File: src/rtl/sensor_conditioner_pkg.sv
// Shared definitions for the sensor conditioner and the parking FSM.
// Holds the arbiter state encoding and the default slot count.
package sensor_conditioner_pkg;

   localparam int NUM_SLOTS_DEF = 4;
   localparam int SLOT_W        = 4;

   localparam logic [1:0] ST_IDLE       = 2'd0;
   localparam logic [1:0] ST_EMIT_ENTRY = 2'd1;
   localparam logic [1:0] ST_EMIT_EXIT  = 2'd2;
   localparam logic [1:0] ST_LOCKOUT    = 2'd3;

   // Bits needed to hold n without wrapping.
   function automatic int cnt_width(int n);
      return (n < 2) ? 1 : $clog2(n + 1);
   endfunction

endpackage

File: src/rtl/sensor_debounce.sv
// One button channel: two-flop sync, optional level filter, rise detect.
// Filter present only when SENSOR_DEBOUNCE_EN is defined.
module sensor_debounce
`ifdef SENSOR_DEBOUNCE_EN
#(
   parameter logic [19:0] DEBOUNCE_CYCLES = 20'd500_000
)
`endif
(
   input  logic clk,
   input  logic reset,
   input  logic raw,
   output logic rise
);

   logic sync_q1;
   logic sync_q2;
   logic stable;
   logic stable_d;

   always_ff @(posedge clk or posedge reset) begin
      if (reset) begin
         sync_q1 <= 1'b0;
         sync_q2 <= 1'b0;
      end else begin
         sync_q1 <= raw;
         sync_q2 <= sync_q1;
      end
   end

`ifdef SENSOR_DEBOUNCE_EN
   import sensor_conditioner_pkg::*;

   localparam int CW = cnt_width(int'(DEBOUNCE_CYCLES));
   localparam logic [CW-1:0] CNT_LAST =
      CW'(DEBOUNCE_CYCLES - 20'd1);

   logic [CW-1:0] cnt;

   always_ff @(posedge clk or posedge reset) begin
      if (reset) begin
         stable <= 1'b0;
         cnt    <= '0;
      end else if (sync_q2 == stable) begin
         cnt <= '0;
      end else if (cnt == CNT_LAST) begin
         stable <= sync_q2;
         cnt    <= '0;
      end else begin
         cnt <= cnt + CW'(1);
      end
   end
`else
   assign stable = sync_q2;
`endif

   always_ff @(posedge clk or posedge reset) begin
      if (reset) stable_d <= 1'b0;
      else       stable_d <= stable;
   end

   assign rise = stable & ~stable_d;

endmodule

File: src/rtl/sensor_conditioner.sv
// Turns raw entry/exit buttons into spaced, one-cycle parking events.
// Define SENSOR_DEBOUNCE_EN to enable the per-button level filter.
module sensor_conditioner
   import sensor_conditioner_pkg::*;
#(
   parameter logic [19:0] DEBOUNCE_CYCLES = 20'd500_000,
   parameter logic [23:0] LOCKOUT_CYCLES  = 24'd600_000,
   parameter int          NUM_SLOTS       = NUM_SLOTS_DEF
) (
   input  logic              clk,
   input  logic              reset,
   input  logic              entry_btn,
   input  logic              exit_btn,
   input  logic [SLOT_W-1:0] exit_slot_sw,
   output logic              entry_sensor,
   output logic              exit_sensor,
   output logic [SLOT_W-1:0] exit_slot,
   output logic              slot_err
);

   localparam int LW = cnt_width(int'(LOCKOUT_CYCLES));
   localparam logic [LW-1:0] LOCK_LAST =
      LW'(LOCKOUT_CYCLES - 24'd1);

   logic              entry_rise;
   logic              exit_rise;
   logic [SLOT_W-1:0] slot_q1;
   logic [SLOT_W-1:0] slot_q2;
   logic              slot_bad;
   logic              entry_pend;
   logic              exit_pend;
   logic [SLOT_W-1:0] pend_slot;
   logic [1:0]        state;
   logic [LW-1:0]     lock_cnt;

`ifdef SENSOR_DEBOUNCE_EN
   sensor_debounce #(.DEBOUNCE_CYCLES(DEBOUNCE_CYCLES)) u_entry_db (
      .clk(clk), .reset(reset), .raw(entry_btn), .rise(entry_rise)
   );
   sensor_debounce #(.DEBOUNCE_CYCLES(DEBOUNCE_CYCLES)) u_exit_db (
      .clk(clk), .reset(reset), .raw(exit_btn), .rise(exit_rise)
   );
`else
   logic unused_db_cfg;
   assign unused_db_cfg = ^DEBOUNCE_CYCLES;

   sensor_debounce u_entry_db (
      .clk(clk), .reset(reset), .raw(entry_btn), .rise(entry_rise)
   );
   sensor_debounce u_exit_db (
      .clk(clk), .reset(reset), .raw(exit_btn), .rise(exit_rise)
   );
`endif

   always_ff @(posedge clk or posedge reset) begin
      if (reset) begin
         slot_q1 <= '0;
         slot_q2 <= '0;
      end else begin
         slot_q1 <= exit_slot_sw;
         slot_q2 <= slot_q1;
      end
   end

   assign slot_bad = 32'(slot_q2) >= 32'(NUM_SLOTS);

   // Single-depth requests: an edge on a busy channel is ignored.
   always_ff @(posedge clk or posedge reset) begin
      if (reset) begin
         entry_pend <= 1'b0;
         exit_pend  <= 1'b0;
         pend_slot  <= '0;
         slot_err   <= 1'b0;
      end else begin
         slot_err <= exit_rise & ~exit_pend & slot_bad;
         if (entry_rise && !entry_pend)
            entry_pend <= 1'b1;
         else if (state == ST_EMIT_ENTRY)
            entry_pend <= 1'b0;
         if (exit_rise && !exit_pend) begin
            pend_slot <= slot_q2;
            exit_pend <= ~slot_bad;
         end else if (state == ST_EMIT_EXIT) begin
            exit_pend <= 1'b0;
         end
      end
   end

   // Lockout window is counted from the emit cycle itself.
   always_ff @(posedge clk or posedge reset) begin
      if (reset) begin
         state     <= ST_IDLE;
         lock_cnt  <= '0;
         exit_slot <= '0;
      end else begin
         unique case (state)
            ST_IDLE: begin
               lock_cnt <= '0;
               if (entry_pend) begin
                  state <= ST_EMIT_ENTRY;
               end else if (exit_pend) begin
                  state     <= ST_EMIT_EXIT;
                  exit_slot <= pend_slot;
               end
            end
            ST_EMIT_ENTRY, ST_EMIT_EXIT: begin
               lock_cnt <= LW'(1);
               state    <= ST_LOCKOUT;
            end
            ST_LOCKOUT: begin
               if (lock_cnt >= LOCK_LAST) state <= ST_IDLE;
               else lock_cnt <= lock_cnt + LW'(1);
            end
            default: state <= ST_IDLE;
         endcase
      end
   end

   assign entry_sensor = (state == ST_EMIT_ENTRY);
   assign exit_sensor  = (state == ST_EMIT_EXIT);

endmodule
File: config.mk
export PLATFORM = sky130hd
export DESIGN_NAME = sensor_conditioner
export DESIGN_NICKNAME = d
export VERILOG_FILES = /design/src/rtl/sensor_conditioner_pkg.sv /design/src/rtl/sensor_debounce.sv /design/src/rtl/sensor_conditioner.sv
export SDC_FILE = /design/constraint.sdc
export NUM_CORES = 1
export LEC_CHECK = 0
export ABC_AREA = 1
export CAP_MARGIN = 0
export CORE_UTILIZATION = 47
export DETAILED_ROUTE_END_ITERATION = 12
export HOLD_SLACK_MARGIN = 0.05
export PLACE_DENSITY = 0.66
export SYNTH_ARGS = -nofsm -noshare
export SYNTH_HDL_FRONTEND = slang
export SYNTH_SLANG_ARGS = --single-unit
File: constraint.sdc
create_clock -name clk -period 2.15 [get_ports clk]
set_input_delay 0.5375 -clock clk [delete_from_list [all_inputs] [get_ports clk]]
set_output_delay 0.5375 -clock clk [all_outputs]
set_load 0.005 [all_outputs]
==> qor.csv <==
stage,metric,value,unit
critical_path,crit path DRT,1610,ps
final_layout,clk tree area frac,0.0489,
clock_tree,Root Buffer,clkbuf_8,
placed_design,Placement Setup Slack,347,ps
final_timing,worst-margin pin slew,459,ps
final_timing,setup slack after layout,120,ps
run,max cap viols,0,
yosys,synth top area cells,"dfrtp_1 (50%), nand2_1 (15%), nand3_1 (6.1%)",
yosys,post-synth top area cell,dfrtp_1,
critical_path,reg2reg path depth,6,
final_layout,Register Area,1180,um2
run_status,outcome,finished clean,
final_layout,seq_cells,47,
yosys,"XOR Share, Synth",0.0332,
final_timing,Max Clock Freq,493,MHz
final_layout,final core utilization,0.567,
final_layout,fin area,2710,um2
final_timing,max-slew violations,0,
yosys,Post-synth seq share,0.495,
routing,post-route DRC violation count,0,
critical_path,Critical R2R Capture,exit_slot[1],
placed_design,placer's final routability congestion estimate,0.874,
routing,DRT met1 WL,2370,um
routing,metal3 WL,206,um
yosys,Largest logic family,simple AND/OR/NAND/NOR gates,
hold_path,Hold/Removal Path Class,reg -> reg,
yosys,Yosys Instances,290,
clock_tree,"Hold-fix buffers, CTS",0,
routing,initial DRC count,124,
critical_path,crit-path max FO,4,
global_route,vias in the first global route,1701,
global_route,GRT met1 Usage,0.298,
final_timing,slew margin rel.,0.694,
clock_tree,later-pin clock latency in the skew report,290,ps
run,Log Warnings,29,
final_layout,Non-CTS buffers,17,
final_layout,layout cells sized above 1,0.0874,
yosys,post-synthesis register bit count,47,
final_layout,Layout Cells excl Fill,376,
global_route,gr usage total,0.203,
placed_design,placed cell count,368,
critical_path,crit path launch type,register,
final_timing,Period minus WS final,2030,ps
global_route,grt total ovfl,0,
yosys,Yosys warning count,0,
-- flip-flops by register name, indices dropped and copies added, names as in the netlist --
| signal | count |
|---|---|
| exit_slot | 4 |
| u_exit_db.stable_d | 1 |
| lock_cnt | 20 |
| slot_q2 | 4 |
| u_entry_db.stable_d | 1 |
| exit_pend | 1 |
| slot_err | 1 |
| entry_pend | 1 |
| u_entry_db.sync_q1 | 1 |
| state | 2 |
| slot_q1 | 4 |
| pend_slot | 4 |
| u_exit_db.sync_q1 | 1 |
| u_entry_db.stable | 1 |
| u_exit_db.stable | 1 |
-- critical path, cell delays in order (launching register included) --
cell,delay (ps)
dfrtp_1,420
inv_1,90
ha_1,180
clkdlybuf4s50_1,510
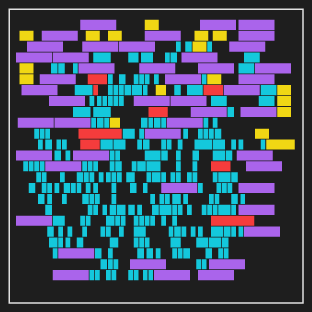
Fig. 1. Placed cells, one colour a class.
(4 px per um)
purple -> flip-flops  # cells 47, share of their area 45%
red -> clock drivers and dummy loads  # cells 8, share of their area 5.0%
cyan -> all other logic  # cells 237, share of their area 44%
yellow -> other buffers and delay cells  # cells 17, share of their area 6.7%
row count: 25
register share of the cell area: 0.433

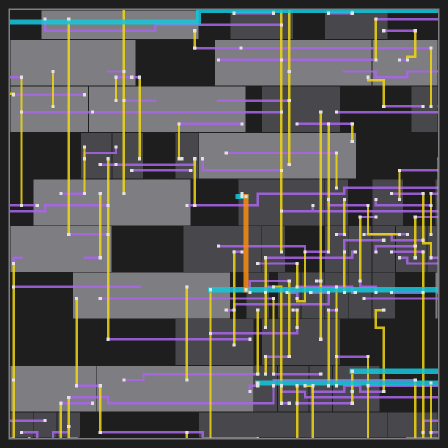
Fig. 2. A small window of the routed layout.
Region (6, 42) to (31, 67) um. Cells in grey, sequential cells in the stronger grey; small squares are vias.
yellow -> met2
purple -> met1
cyan -> met3
orange -> met4
netlist names of flops here include = `lock_cnt` (2), `state` (2)
sequential cells in the window = 10
cells with their middle in the window = 43
most frequent = nand2_1 (11), dfrtp_1 (10), inv_1 (5)

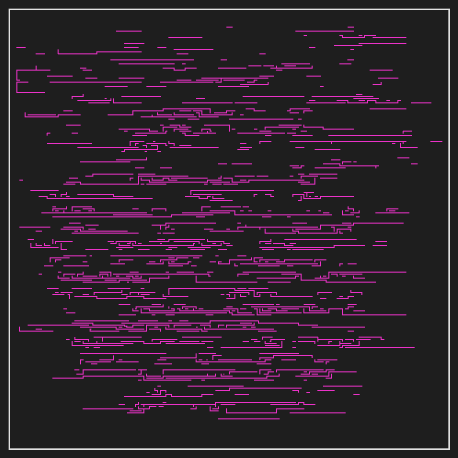
Fig. 3. M1 wires.
(6 px per um)
main direction = horizontal
nets with wire on the layer = 294
longest straight run = 19.8 um
share of all routed wire = 50%

